[config.mk]
export PLATFORM = sky130hd
export DESIGN_NAME = vend_credit_ctrl
export DESIGN_NICKNAME = d
export VERILOG_FILES = /design/src/rtl/vend_pkg.sv /design/src/rtl/bcd_digit_alu.sv /design/src/rtl/vend_credit_ctrl.sv
export SDC_FILE = /design/constraint.sdc
export NUM_CORES = 1
export LEC_CHECK = 0
export CORE_ASPECT_RATIO = 0.75
export CORE_UTILIZATION = 50
export CTS_BUF_LIST = sky130_fd_sc_hd__clkbuf_4 sky130_fd_sc_hd__clkbuf_8
export DETAILED_ROUTE_END_ITERATION = 8
export PLACE_DENSITY_LB_ADDON = 0.08
export SETUP_SLACK_MARGIN = 0.15
export SYNTH_ARGS = -nofsm -noshare
export SYNTH_HDL_FRONTEND = slang
export SYNTH_SLANG_ARGS = --single-unit
[constraint.sdc]
create_clock -name clk -period 11.9 [get_ports clk]
set_input_delay 1.19 -clock clk [delete_from_list [all_inputs] [get_ports clk]]
set_output_delay 1.19 -clock clk [all_outputs]
set_load 0.1 [all_outputs]
[src/rtl/vend_pkg.sv]
// +------------------------------------------------------------------+
// | vend_pkg : shared types and constants for the credit controller  |
// | rev 1.0                                                          |
// +------------------------------------------------------------------+
`default_nettype none

package vend_pkg;
  typedef enum logic [1:0] {
    ST_IDLE   = 2'd0,
    ST_ADD    = 2'd1,
    ST_SUB    = 2'd2,
    ST_REFUND = 2'd3
  } state_t;

  typedef logic [3:0] bcd_t;

  localparam bcd_t BCD_MAX  = 4'd9;
  localparam bcd_t BCD_BASE = 4'd10;

  function automatic logic bcd_code_ok(input logic [3:0] v);
    return (v != 4'd0) && (v <= BCD_MAX);
  endfunction
endpackage

`default_nettype wire

[src/rtl/bcd_digit_alu.sv]
// +------------------------------------------------------------------+
// | bcd_digit_alu : one BCD digit add, or add nine's-complement      |
// | rev 1.0                                                          |
// +------------------------------------------------------------------+
`default_nettype none

module bcd_digit_alu
  import vend_pkg::*;
(
  input  logic [3:0] a,
  input  logic [3:0] b,
  input  logic       cin,
  input  logic       sub,
  output logic [3:0] digit,
  output logic       cout
);

  logic [3:0] b_eff;
  logic [4:0] sum;

  always_comb begin
    b_eff = sub ? (BCD_MAX - b) : b;
    sum   = {1'b0, a} + {1'b0, b_eff} + {4'd0, cin};
    if (sum > {1'b0, BCD_MAX}) begin
      digit = 4'(sum - {1'b0, BCD_BASE});
      cout  = 1'b1;
    end else begin
      digit = sum[3:0];
      cout  = 1'b0;
    end
  end

endmodule

`default_nettype wire

[src/rtl/vend_credit_ctrl.sv]
// +------------------------------------------------------------------+
// | vend_credit_ctrl : digit-serial BCD credit add/deduct/refund     |
// | Option macro: CREDIT_AUTO_REFUND_EN (offer change after vend)    |
// | rev 1.0                                                          |
// +------------------------------------------------------------------+
`default_nettype none

module vend_credit_ctrl
  import vend_pkg::*;
#(
  parameter int NDIG = 2
) (
  input  logic              clk,
  input  logic              rst_n,
  input  logic              coin_valid,
  input  logic [3:0]        coin_val,
  output logic              coin_ready,
  output logic              coin_reject,
  input  logic [4*NDIG-1:0] price,
  input  logic              cancel,
  output logic [4*NDIG-1:0] credit,
  output logic              vend,
  output logic              refund_valid,
  output logic [4*NDIG-1:0] refund_val,
  input  logic              refund_ready,
  output logic              busy
);

  localparam int W  = 4 * NDIG;
  localparam int IW = (NDIG > 1) ? $clog2(NDIG) : 1;
  localparam logic [IW-1:0] LAST_IDX = IW'(NDIG - 1);
`ifdef CREDIT_AUTO_REFUND_EN
  localparam logic AUTO_REFUND = 1'b1;
`else
  localparam logic AUTO_REFUND = 1'b0;
`endif

  state_t         state_q, state_d;
  logic [W-1:0]   credit_q, credit_d;
  logic [W-1:0]   shadow_q, shadow_d;
  logic [W-1:0]   refund_val_q, refund_val_d;
  logic [IW-1:0]  idx_q, idx_d;
  logic           carry_q, carry_d;
  bcd_t           coin_q, coin_d;
  logic           vend_q, vend_d;
  logic           reject_q, reject_d;
  logic           refund_valid_q, refund_valid_d;

  logic [W-1:0]   shadow_wr;
  bcd_t           alu_a, alu_b, alu_digit;
  logic           alu_cout, alu_sub, last_digit, price_nz;

  bcd_digit_alu u_alu (
    .a     (alu_a),
    .b     (alu_b),
    .cin   (carry_q),
    .sub   (alu_sub),
    .digit (alu_digit),
    .cout  (alu_cout)
  );

  // The single ALU walks the digits; shadow_wr is the shadow with this cycle's digit merged in.
  always_comb begin
    alu_sub    = (state_q == ST_SUB);
    alu_a      = credit_q[{idx_q, 2'b00} +: 4];
    alu_b      = alu_sub ? price[{idx_q, 2'b00} +: 4] : ((idx_q == '0) ? coin_q : 4'd0);
    shadow_wr  = shadow_q;
    shadow_wr[{idx_q, 2'b00} +: 4] = alu_digit;
    last_digit = (idx_q == LAST_IDX);
    price_nz   = (price != '0);
  end

  always_ff @(posedge clk or negedge rst_n) begin
    if (!rst_n) state_q <= ST_IDLE;
    else        state_q <= state_d;
  end

  always_comb begin
    state_d = state_q;
    case (state_q)
      ST_IDLE: begin
        if (cancel) begin
          if (credit_q != '0) state_d = ST_REFUND;
        end else if (coin_valid && bcd_code_ok(coin_val)) begin
          state_d = ST_ADD;
        end
      end
      ST_ADD:    if (last_digit) state_d = alu_cout ? ST_IDLE : ST_SUB;
      ST_SUB:    if (last_digit) state_d = (alu_cout && price_nz && AUTO_REFUND && (shadow_wr != '0))
                                           ? ST_REFUND : ST_IDLE;
      ST_REFUND: if (refund_valid_q && refund_ready) state_d = ST_IDLE;
      default:   state_d = ST_IDLE;
    endcase
  end

  always_comb begin
    credit_d       = credit_q;
    shadow_d       = shadow_q;
    refund_val_d   = refund_val_q;
    idx_d          = idx_q;
    carry_d        = carry_q;
    coin_d         = coin_q;
    vend_d         = 1'b0;
    reject_d       = 1'b0;
    refund_valid_d = refund_valid_q;
    case (state_q)
      ST_IDLE: begin
        if (cancel) begin
          if (credit_q != '0) begin
            refund_val_d   = credit_q;
            refund_valid_d = 1'b1;
          end
        end else if (coin_valid) begin
          if (bcd_code_ok(coin_val)) begin
            coin_d  = coin_val;
            idx_d   = '0;
            carry_d = 1'b0;
          end else begin
            reject_d = 1'b1;
          end
        end
      end
      ST_ADD: begin
        shadow_d = shadow_wr;
        carry_d  = alu_cout;
        idx_d    = idx_q + 1'b1;
        if (last_digit) begin
          idx_d = '0;
          if (alu_cout) begin
            reject_d = 1'b1;
          end else begin
            credit_d = shadow_wr;
            carry_d  = 1'b1;
          end
        end
      end
      ST_SUB: begin
        shadow_d = shadow_wr;
        carry_d  = alu_cout;
        idx_d    = idx_q + 1'b1;
        if (last_digit) begin
          idx_d = '0;
          if (alu_cout && price_nz) begin
            credit_d = shadow_wr;
            vend_d   = 1'b1;
            if (AUTO_REFUND && (shadow_wr != '0)) refund_val_d = shadow_wr;
          end
        end
      end
      ST_REFUND: begin
        // After a vend the offer is raised one cycle late so it never overlaps the vend pulse.
        if (refund_valid_q && refund_ready) begin
          credit_d       = '0;
          refund_valid_d = 1'b0;
        end else begin
          refund_valid_d = 1'b1;
        end
      end
      default: ;
    endcase
  end

  always_ff @(posedge clk or negedge rst_n) begin
    if (!rst_n) begin
      credit_q       <= '0;
      shadow_q       <= '0;
      refund_val_q   <= '0;
      idx_q          <= '0;
      carry_q        <= 1'b0;
      coin_q         <= 4'd0;
      vend_q         <= 1'b0;
      reject_q       <= 1'b0;
      refund_valid_q <= 1'b0;
    end else begin
      credit_q       <= credit_d;
      shadow_q       <= shadow_d;
      refund_val_q   <= refund_val_d;
      idx_q          <= idx_d;
      carry_q        <= carry_d;
      coin_q         <= coin_d;
      vend_q         <= vend_d;
      reject_q       <= reject_d;
      refund_valid_q <= refund_valid_d;
    end
  end

  always_comb begin
    coin_ready   = (state_q == ST_IDLE) && !cancel;
    busy         = (state_q != ST_IDLE);
    credit       = credit_q;
    vend         = vend_q;
    coin_reject  = reject_q;
    refund_valid = refund_valid_q;
    refund_val   = refund_val_q;
  end

endmodule

`default_nettype wire
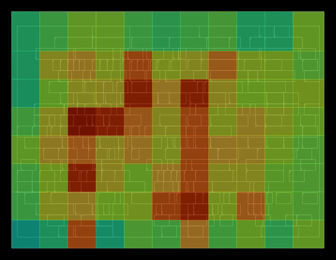
(routing congestion map)
GR Util met3: 0.05827
Overall Global Routing Usage: 0.2383
fraction of met1 tracks used by global routing: 0.3128

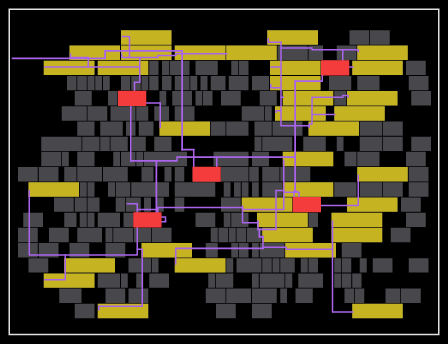
(clock wires, drivers and flops)
clock wires -> purple  # length 484 um
flip-flops -> yellow  # count 35
clock drivers -> red  # count 5
routed clock nets = 6

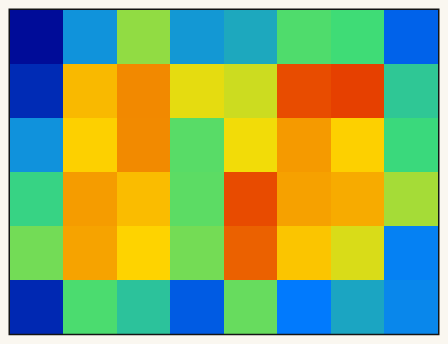
(local utilization)
The die is cut into 8 by 6 equal tiles; dark blue is low, red is high, 0 to 100% covered.
fullest tile = 93%
tiles over 75% full = 35%
mean over tiles = 57%

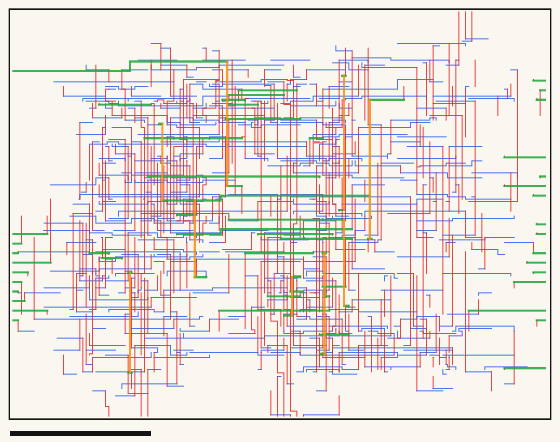
(signal wires by layer)
The bar under the picture is 20 um long.
metal 1 -> blue  # wire length 2180 um
metal 3 -> green  # wire length 339 um
metal 4 -> orange  # wire length 124 um
metal 2 -> red  # wire length 2130 um

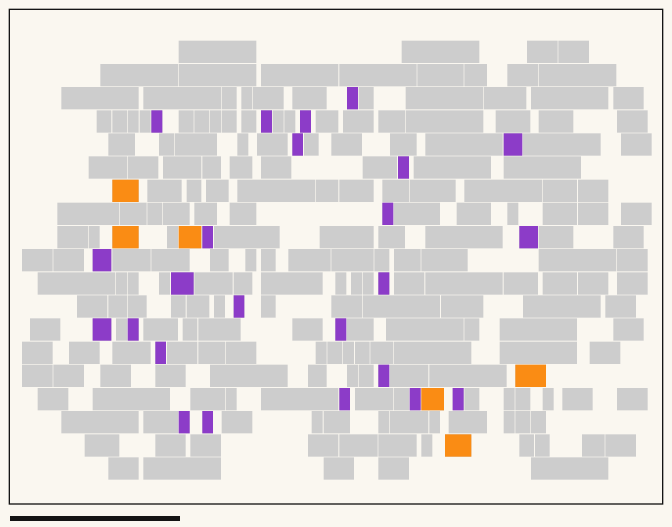
(logic cells by family)
The bar under the picture is 20 um long.
AND-OR and OR-AND gates -> orange  # cells 6
NOR gates -> purple  # cells 24

==> flow_metrics.tcl <==
# implementation run metrics
set metrics [dict create \
    die_w_um 76.63 \
    cts.clk_slew.worst_paths_ns 0.07 \
    final-instance-count-excl-fill 293 \
    run_status "finished, final reports clean" \
    antenna-diode-count 0 \
    fmax_mhz 215.4 \
    setup_total_negative_slack_ns 0 \
    postSynthCellCount 200 \
    critical_path.slowest_cell "sky130_fd_sc_hd__clkdlybuf4s50_1" \
    grt_start_max_net_pins 36 \
    largest_class "multi-input combinational cells" \
    yosysTopAreaCell "sky130_fd_sc_hd__dfrtp_1" \
    gr-max-usage-layer "met2" \
    comb_share 0.4444 \
    drive_gt1_frac 0.1411 \
    synth.yosys.chip_area_um2 2088 \
    synthesis.nets 231 \
    wl_met3_um 339 \
    cts-resized-gates 0 \
    ctsLongestPathBuffers 2 \
    wirelength_per_cell_um 16.30 \
    ys.flop_type "sky130_fd_sc_hd__dfrtp_1" \
    drc 0 \
    layout.filler_cells 288 \
    row_count 19 \
    finalHoldWorstSlack_ns 0.4904 \
    dp.cells 285 \
    detailroute.via_count 1727 \
    worst_clock_skew_ns 0.01096 \
    crit_top_cell "sky130_fd_sc_hd__ha_1" \
    first_iter_violations 111 \
    grt_pass1_vias 1647 \
    crit_path_cell_chain "clkdlybuf4s50_1 -> mux2i_1 -> nor2_1 -> a31oi_1 -> ha_1 -> inv_1 -> mux2i_1 -> ha_1 -> xnor2_1 -> ha_1 -> nand2b_1 -> a22oi_1 -> o21bai_1 -> a31oi_1 -> a211oi_1 -> mux2_4" \
    finalSetupViolCount 0 \
    stdcell_area_um2 2601 \
]
-- logic make-up (layout without fill, tap and decap cells) --
kind of cell	count (synthesis)	count (layout)	share of synthesized area
flops	35	35	0.4194
compound gates	44	44	0.1420
mux	31	31	0.1672
simple gates	57	57	0.1366
buf+inv	15	56	0.02696
fa+ha+maj	14	14	0.09107
xor+xnor	4	4	0.01677
-- placed cells by master, fill, tap and decap left out, types with 2 or more instances in the layout --
cell and instances:
sky130_fd_sc_hd__a211oi_1 3, sky130_fd_sc_hd__a21o_1 2, sky130_fd_sc_hd__a21o_2 2, sky130_fd_sc_hd__a21oi_1 10
sky130_fd_sc_hd__a31oi_1 3, sky130_fd_sc_hd__and3b_1 2, sky130_fd_sc_hd__clkbuf_8 5, sky130_fd_sc_hd__clkdlybuf4s50_1 37
sky130_fd_sc_hd__dfrtp_1 35, sky130_fd_sc_hd__fa_1 2, sky130_fd_sc_hd__ha_1 12, sky130_fd_sc_hd__inv_1 9
sky130_fd_sc_hd__mux2_2 15, sky130_fd_sc_hd__mux2_4 4, sky130_fd_sc_hd__mux2i_1 12, sky130_fd_sc_hd__nand2_1 20
sky130_fd_sc_hd__nand3_1 5, sky130_fd_sc_hd__nor2_1 19, sky130_fd_sc_hd__nor4_1 4, sky130_fd_sc_hd__o21ai_0 12
sky130_fd_sc_hd__o2bb2ai_1 4, sky130_fd_sc_hd__xnor2_1 4
-- worst paths after layout --
check                           depth (start not counted)  slack [ns]             to     startpoint
worst max-delay path                                   16        7.26      credit[7]       price[2]
worst min-delay path                                    1        0.49  refund_val[5]  refund_val[5]
worst min register to register                          1        0.49  refund_val[5]  refund_val[5]
max in group asynchronous                               2       10.28    shadow_q[3]          rst_n
min in group asynchronous                               2        1.30   refund_valid          rst_n
worst max register to register                         17        7.50      credit[7]     state_q[0]
